==> images/density.png <==
The die is cut into 22 by 22 equal tiles; black is low, pale yellow is high, 0 to 100% covered.
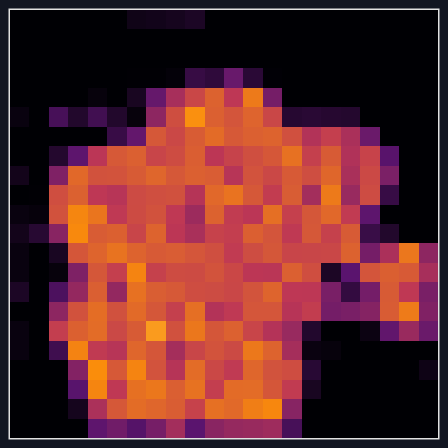
==> images/metal_stack.png <==
Drawn at 1 px/µm. Two of the layers only.
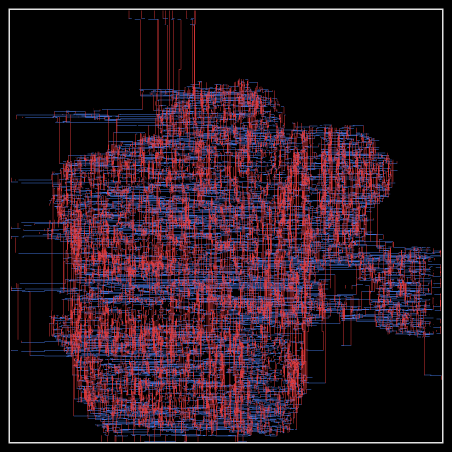
==> images/cell_classes.png <==
Drawn at 1 px/µm.
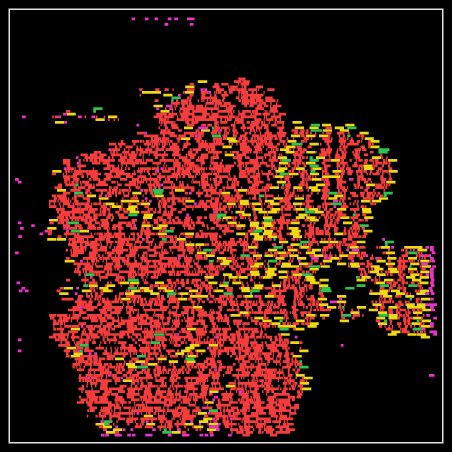
==> images/met3.png <==
Drawn at 1 px/µm.
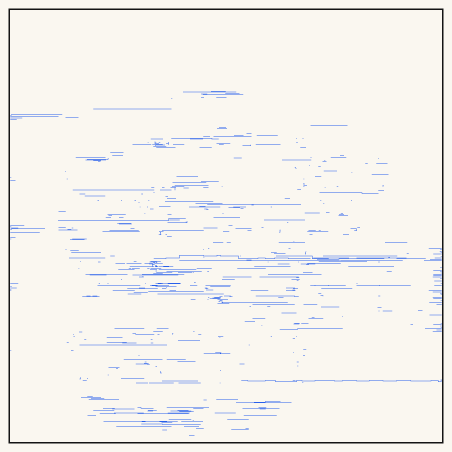
==> images/final_placement.png <==
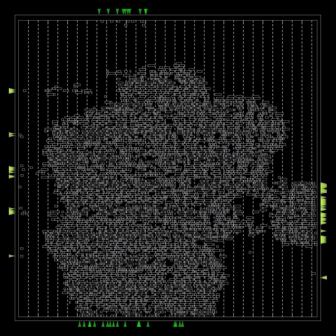
`src/rtl/cpx_pkg.sv`:
```
// cpx_pkg: shared types and helpers for the complex divider.
//   - state_t       : FSM states of cpx_divide
//   - IN_BITS/FRAC_BITS/OUT_BITS : default widths
//   - iter_of()     : number of quotient bits produced by the serial divider
//   - sat_wrap()    : optional clamp of a signed value to an out_w-bit range
package cpx_pkg;

    typedef enum logic [2:0] {
        ST_IDLE = 3'd0,
        ST_MULT = 3'd1,
        ST_SUM  = 3'd2,
        ST_DIV  = 3'd3,
        ST_DONE = 3'd4
    } state_t;

    localparam int IN_BITS   = 12;
    localparam int FRAC_BITS = 12;
    localparam int OUT_BITS  = 16;

    // Quotient bits: full numerator magnitude width plus the fractional shift.
    function automatic int iter_of(input int in_w, input int frac_w);
        return 2 * in_w + 1 + frac_w;
    endfunction

    // With sat_en set, clamp val into the signed out_w-bit range; otherwise
    // pass it through so the caller's truncation performs a two's-complement wrap.
    function automatic logic signed [63:0] sat_wrap(input logic signed [63:0] val,
                                                    input int out_w,
                                                    input logic sat_en);
        logic signed [63:0] max_v;
        logic signed [63:0] min_v;
        max_v = (64'sd1 <<< (out_w - 1)) - 64'sd1;
        min_v = -(64'sd1 <<< (out_w - 1));
        if (sat_en && (val > max_v)) begin
            return max_v;
        end else if (sat_en && (val < min_v)) begin
            return min_v;
        end else begin
            return val;
        end
    endfunction

endpackage

```
`src/rtl/udiv_serial.sv`:
```
// udiv_serial: one-bit-per-cycle unsigned restoring divider datapath.
// The caller owns the iteration count; this block only performs steps.
//   clk, rst_n  : clock, async active-low reset
//   i_load      : load i_dividend and clear the remainder
//   i_step      : perform one restoring step
//   i_dividend  : DW-bit unsigned dividend (MSB consumed first)
//   i_divisor   : VW-bit unsigned divisor, held stable while stepping
//   o_quotient  : quotient after DW steps
module udiv_serial #(
    parameter int DW = 37,
    parameter int VW = 24
) (
    input  logic          clk,
    input  logic          rst_n,
    input  logic          i_load,
    input  logic          i_step,
    input  logic [DW-1:0] i_dividend,
    input  logic [VW-1:0] i_divisor,
    output logic [DW-1:0] o_quotient
);

    // Dividend bits shift out of the top while quotient bits shift in below.
    logic [VW-1:0] r_rem;
    logic [DW-1:0] r_dq;
    logic [VW:0]   w_trial;
    logic [VW-1:0] w_rem_nxt;
    logic          w_qbit;

    // Trial subtraction for the next restoring step.
    always_comb begin
        w_trial   = {r_rem, r_dq[DW-1]};
        w_qbit    = 1'b0;
        w_rem_nxt = w_trial[VW-1:0];
        if (w_trial >= {1'b0, i_divisor}) begin
            w_qbit    = 1'b1;
            // Difference is below the divisor, so the low VW bits are exact.
            w_rem_nxt = w_trial[VW-1:0] - i_divisor;
        end else begin
            w_qbit    = 1'b0;
            w_rem_nxt = w_trial[VW-1:0];
        end
    end

    // Remainder and dividend/quotient shift register.
    always_ff @(posedge clk or negedge rst_n) begin
        if (!rst_n) begin
            r_rem <= '0;
            r_dq  <= '0;
        end else if (i_load) begin
            r_rem <= '0;
            r_dq  <= i_dividend;
        end else if (i_step) begin
            r_rem <= w_rem_nxt;
            r_dq  <= {r_dq[DW-2:0], w_qbit};
        end else begin
            r_rem <= r_rem;
            r_dq  <= r_dq;
        end
    end

    assign o_quotient = r_dq;

endmodule

```
`src/rtl/cpx_divide.sv`:
```
// cpx_divide: multi-cycle complex divider (xi + j*xq) / (yi + j*yq).
// Result i/q are signed with frac_bits fractional bits, out_bits wide.
// Build option: define CPX_DIVIDE_SAT_EN to clamp out-of-range results;
// otherwise results wrap (low out_bits bits of the signed quotient).
//   clk, rst_n            : clock, async active-low reset
//   in_valid / in_ready   : operand handshake
//   xi, xq, yi, yq        : signed numerator / denominator components
//   out_valid / out_ready : result handshake
//   i, q                  : signed quotient components
//   div_zero              : denominator was 0+0j for this result
module cpx_divide
    import cpx_pkg::*;
#(
    parameter int in_bits   = IN_BITS,
    parameter int frac_bits = FRAC_BITS,
    parameter int out_bits  = OUT_BITS
) (
    input  logic                       clk,
    input  logic                       rst_n,
    input  logic                       in_valid,
    output logic                       in_ready,
    input  logic signed [in_bits-1:0]  xi,
    input  logic signed [in_bits-1:0]  xq,
    input  logic signed [in_bits-1:0]  yi,
    input  logic signed [in_bits-1:0]  yq,
    output logic                       out_valid,
    input  logic                       out_ready,
    output logic signed [out_bits-1:0] i,
    output logic signed [out_bits-1:0] q,
    output logic                       div_zero
);

    localparam int ITER = iter_of(in_bits, frac_bits);
    localparam int PW   = 2 * in_bits;
    localparam int NW   = 2 * in_bits + 1;
    localparam int CW   = $clog2(ITER + 1);

`ifdef CPX_DIVIDE_SAT_EN
    localparam logic SAT_EN = 1'b1;
`else
    localparam logic SAT_EN = 1'b0;
`endif

    state_t                       r_state;
    logic signed [in_bits-1:0]    r_xi, r_xq, r_yi, r_yq;
    logic signed [PW-1:0]         r_p_ii, r_p_qq, r_p_qi, r_p_iq;
    logic        [PW-1:0]         r_sq_i, r_sq_q;
    logic        [PW-1:0]         r_den;
    logic                         r_den_zero;
    logic                         r_sign_i, r_sign_q;
    logic        [CW-1:0]         r_cnt;
    logic signed [out_bits-1:0]   r_i, r_q;
    logic                         r_dz;

    logic [NW-1:0]      w_num_i, w_num_q, w_mag_i, w_mag_q;
    logic [PW-1:0]      w_den;
    logic [ITER-1:0]    w_quo_i, w_quo_q;
    logic signed [ITER:0] w_qs_i, w_qs_q;
    logic               w_load, w_step;

    // Cross sums on sign-extended products, magnitudes for the unsigned core.
    assign w_num_i = {r_p_ii[PW-1], r_p_ii} + {r_p_qq[PW-1], r_p_qq};
    assign w_num_q = {r_p_qi[PW-1], r_p_qi} - {r_p_iq[PW-1], r_p_iq};
    assign w_den   = r_sq_i + r_sq_q;
    assign w_mag_i = w_num_i[NW-1] ? (NW'(0) - w_num_i) : w_num_i;
    assign w_mag_q = w_num_q[NW-1] ? (NW'(0) - w_num_q) : w_num_q;

    assign w_load = (r_state == ST_SUM);
    assign w_step = (r_state == ST_DIV) && !r_den_zero && (r_cnt != CW'(ITER));

    assign w_qs_i = r_sign_i ? -$signed({1'b0, w_quo_i}) : $signed({1'b0, w_quo_i});
    assign w_qs_q = r_sign_q ? -$signed({1'b0, w_quo_q}) : $signed({1'b0, w_quo_q});

    udiv_serial #(.DW(ITER), .VW(PW)) u_div_i (
        .clk        (clk),
        .rst_n      (rst_n),
        .i_load     (w_load),
        .i_step     (w_step),
        .i_dividend ({w_mag_i, {frac_bits{1'b0}}}),
        .i_divisor  (r_den),
        .o_quotient (w_quo_i)
    );

    udiv_serial #(.DW(ITER), .VW(PW)) u_div_q (
        .clk        (clk),
        .rst_n      (rst_n),
        .i_load     (w_load),
        .i_step     (w_step),
        .i_dividend ({w_mag_q, {frac_bits{1'b0}}}),
        .i_divisor  (r_den),
        .o_quotient (w_quo_q)
    );

    // Control FSM with operand, product, sum and result registers.
    always_ff @(posedge clk or negedge rst_n) begin
        if (!rst_n) begin
            r_state    <= ST_IDLE;
            r_xi       <= '0;
            r_xq       <= '0;
            r_yi       <= '0;
            r_yq       <= '0;
            r_p_ii     <= '0;
            r_p_qq     <= '0;
            r_p_qi     <= '0;
            r_p_iq     <= '0;
            r_sq_i     <= '0;
            r_sq_q     <= '0;
            r_den      <= '0;
            r_den_zero <= 1'b0;
            r_sign_i   <= 1'b0;
            r_sign_q   <= 1'b0;
            r_cnt      <= '0;
            r_i        <= '0;
            r_q        <= '0;
            r_dz       <= 1'b0;
        end else begin
            case (r_state)
                ST_IDLE: begin
                    if (in_valid) begin
                        r_xi    <= xi;
                        r_xq    <= xq;
                        r_yi    <= yi;
                        r_yq    <= yq;
                        r_state <= ST_MULT;
                    end else begin
                        r_state <= ST_IDLE;
                    end
                end
                ST_MULT: begin
                    r_p_ii  <= r_xi * r_yi;
                    r_p_qq  <= r_xq * r_yq;
                    r_p_qi  <= r_xq * r_yi;
                    r_p_iq  <= r_xi * r_yq;
                    r_sq_i  <= r_yi * r_yi;
                    r_sq_q  <= r_yq * r_yq;
                    r_state <= ST_SUM;
                end
                ST_SUM: begin
                    r_den      <= w_den;
                    r_den_zero <= (w_den == PW'(0));
                    r_sign_i   <= w_num_i[NW-1];
                    r_sign_q   <= w_num_q[NW-1];
                    r_cnt      <= '0;
                    r_state    <= ST_DIV;
                end
                ST_DIV: begin
                    // Zero denominator is resolved on the first DIV cycle so the
                    // shortcut result appears three edges after acceptance.
                    if (r_den_zero) begin
                        r_i     <= '0;
                        r_q     <= '0;
                        r_dz    <= 1'b1;
                        r_state <= ST_DONE;
                    end else if (r_cnt == CW'(ITER)) begin
                        r_i     <= out_bits'(sat_wrap(64'(w_qs_i), out_bits, SAT_EN));
                        r_q     <= out_bits'(sat_wrap(64'(w_qs_q), out_bits, SAT_EN));
                        r_dz    <= 1'b0;
                        r_state <= ST_DONE;
                    end else begin
                        r_cnt   <= r_cnt + CW'(1);
                        r_state <= ST_DIV;
                    end
                end
                ST_DONE: begin
                    if (out_ready) begin
                        r_state <= ST_IDLE;
                    end else begin
                        r_state <= ST_DONE;
                    end
                end
                default: begin
                    r_state <= ST_IDLE;
                end
            endcase
        end
    end

    assign in_ready  = (r_state == ST_IDLE);
    assign out_valid = (r_state == ST_DONE);
    assign i         = r_i;
    assign q         = r_q;
    assign div_zero  = r_dz;

endmodule

```
`config.mk`:
```
export PLATFORM = sky130hd
export DESIGN_NAME = cpx_divide
export DESIGN_NICKNAME = d
export VERILOG_FILES = /design/src/rtl/cpx_pkg.sv /design/src/rtl/udiv_serial.sv /design/src/rtl/cpx_divide.sv
export SDC_FILE = /design/constraint.sdc
export NUM_CORES = 2
export LEC_CHECK = 0
export CAP_MARGIN = 20
export CORE_MARGIN = 5
export CORE_UTILIZATION = 30
export DETAILED_ROUTE_END_ITERATION = 10
export HOLD_SLACK_MARGIN = 0.06
export SYNTH_ARGS = -nofsm -noshare
export SYNTH_HDL_FRONTEND = slang
export SYNTH_SLANG_ARGS = --single-unit
export TNS_END_PERCENT = 10
```
`constraint.sdc`:
```
create_clock -name clk -period 7.7 [get_ports clk]
set_clock_uncertainty 0.05 [all_clocks]
set_input_delay 1.925 -clock clk [delete_from_list [all_inputs] [get_ports clk]]
set_output_delay 1.925 -clock clk [all_outputs]
set_load 0.01 [all_outputs]
```
==> impl_metrics.yaml <==
# physical design summary
critical_path:
  reg2reg_slack_ns: 0.82
  critical_path_depth: 21
  critPathSlowestCell: "dfrtp_1"
  slowest_delay_ns: 0.95
  cpLargestDelayFamily: "adder cells"
  arrival_ns: 7.39
place:
  place_area_um2: 56900
layout:
  num-nonclk-buffers: 170
  area_delta_synth_final_pct: 10.2
  mostFrequentLayoutCell: "inv_1"
  lay_top_cells: "inv_1, nand2_1, fa_1"
  largest_class: "multi-input combinational cells"
  antenna_cells: 1
  logic_area_um2: 38800
floorplanning:
  core_region_area_um2: 177000
synth:
  synthFlopType: "dfrtp_1"
  logic_family: "adder cells"
  yosys.area_share.xor_xnor: 0.0469
  mux_share: 0.0133
grt:
  antenna_found_initial: 2
  grt_max_degree: 166
  grt_util_met1: 0.203
sta:
  rsz0062_at_grt: "false"
  min_period_ns: 6.88
  finalCritPeriodShare: 0.893
cts:
  cts_hold_buf: 0
outcome:
  run_status: "finished clean"
-- density.png (at the start) --
The mean over all tiles is 30%. 37% of the tiles are nearly empty. 0.60% of the tiles are over 75% full. The fullest tile reaches 78%.
Util after Layout: 0.333
fp_density: 0.302

-- metal_stack.png (at the start) --
met1: shown in blue, wire length 62.7 mm. met2: shown in red, wire length 65.2 mm.
Routed WL per cell: 16.7 µm
routed wire length: 140 mm
vias post-DR: 40000

-- cell_classes.png (at the start) --
all other logic: shown in red, cells 5402, share of their area 77%. clock drivers and dummy loads: shown in green, cells 97, share of their area 3.4%. flops: shown in yellow, cells 381, share of their area 17%. other buffers and delay cells: shown in magenta, cells 170, share of their area 2.8%.
cell row count: 154
post-route cell area: 58900 µm²

-- met3.png (at the start) --
The longest straight run is 160 µm. The layer carries 6890 µm of wire.
grt met3 use: 0.0230

-- final_placement.png (at the start) --
fin cells: 8391
Seq area share: 0.162
Filler Cells Inserted: 18200

-- flip-flops by register name (all words and copies together) (netlist names), 3 cells and up --
register / flops
i: 16
q: 16
r_cnt: 6
r_den: 24
r_p_ii: 24
r_p_iq: 24
r_p_qi: 24
r_p_qq: 24
r_sq_i: 23
r_sq_q: 23
r_state: 3
r_xi: 12
r_xq: 12
r_yi: 12
r_yq: 12
u_div_i.o_quotient: 37
u_div_i.r_rem: 24
u_div_q.o_quotient: 37
u_div_q.r_rem: 24
-- layer usage --
layer / vias to the layer above / part of all wire
met2: 858 / 0.46
met5: - / 0.00010
met3: 186 / 0.049
li1: 19000 / -
met4: 4 / 0.039
met1: 20000 / 0.45
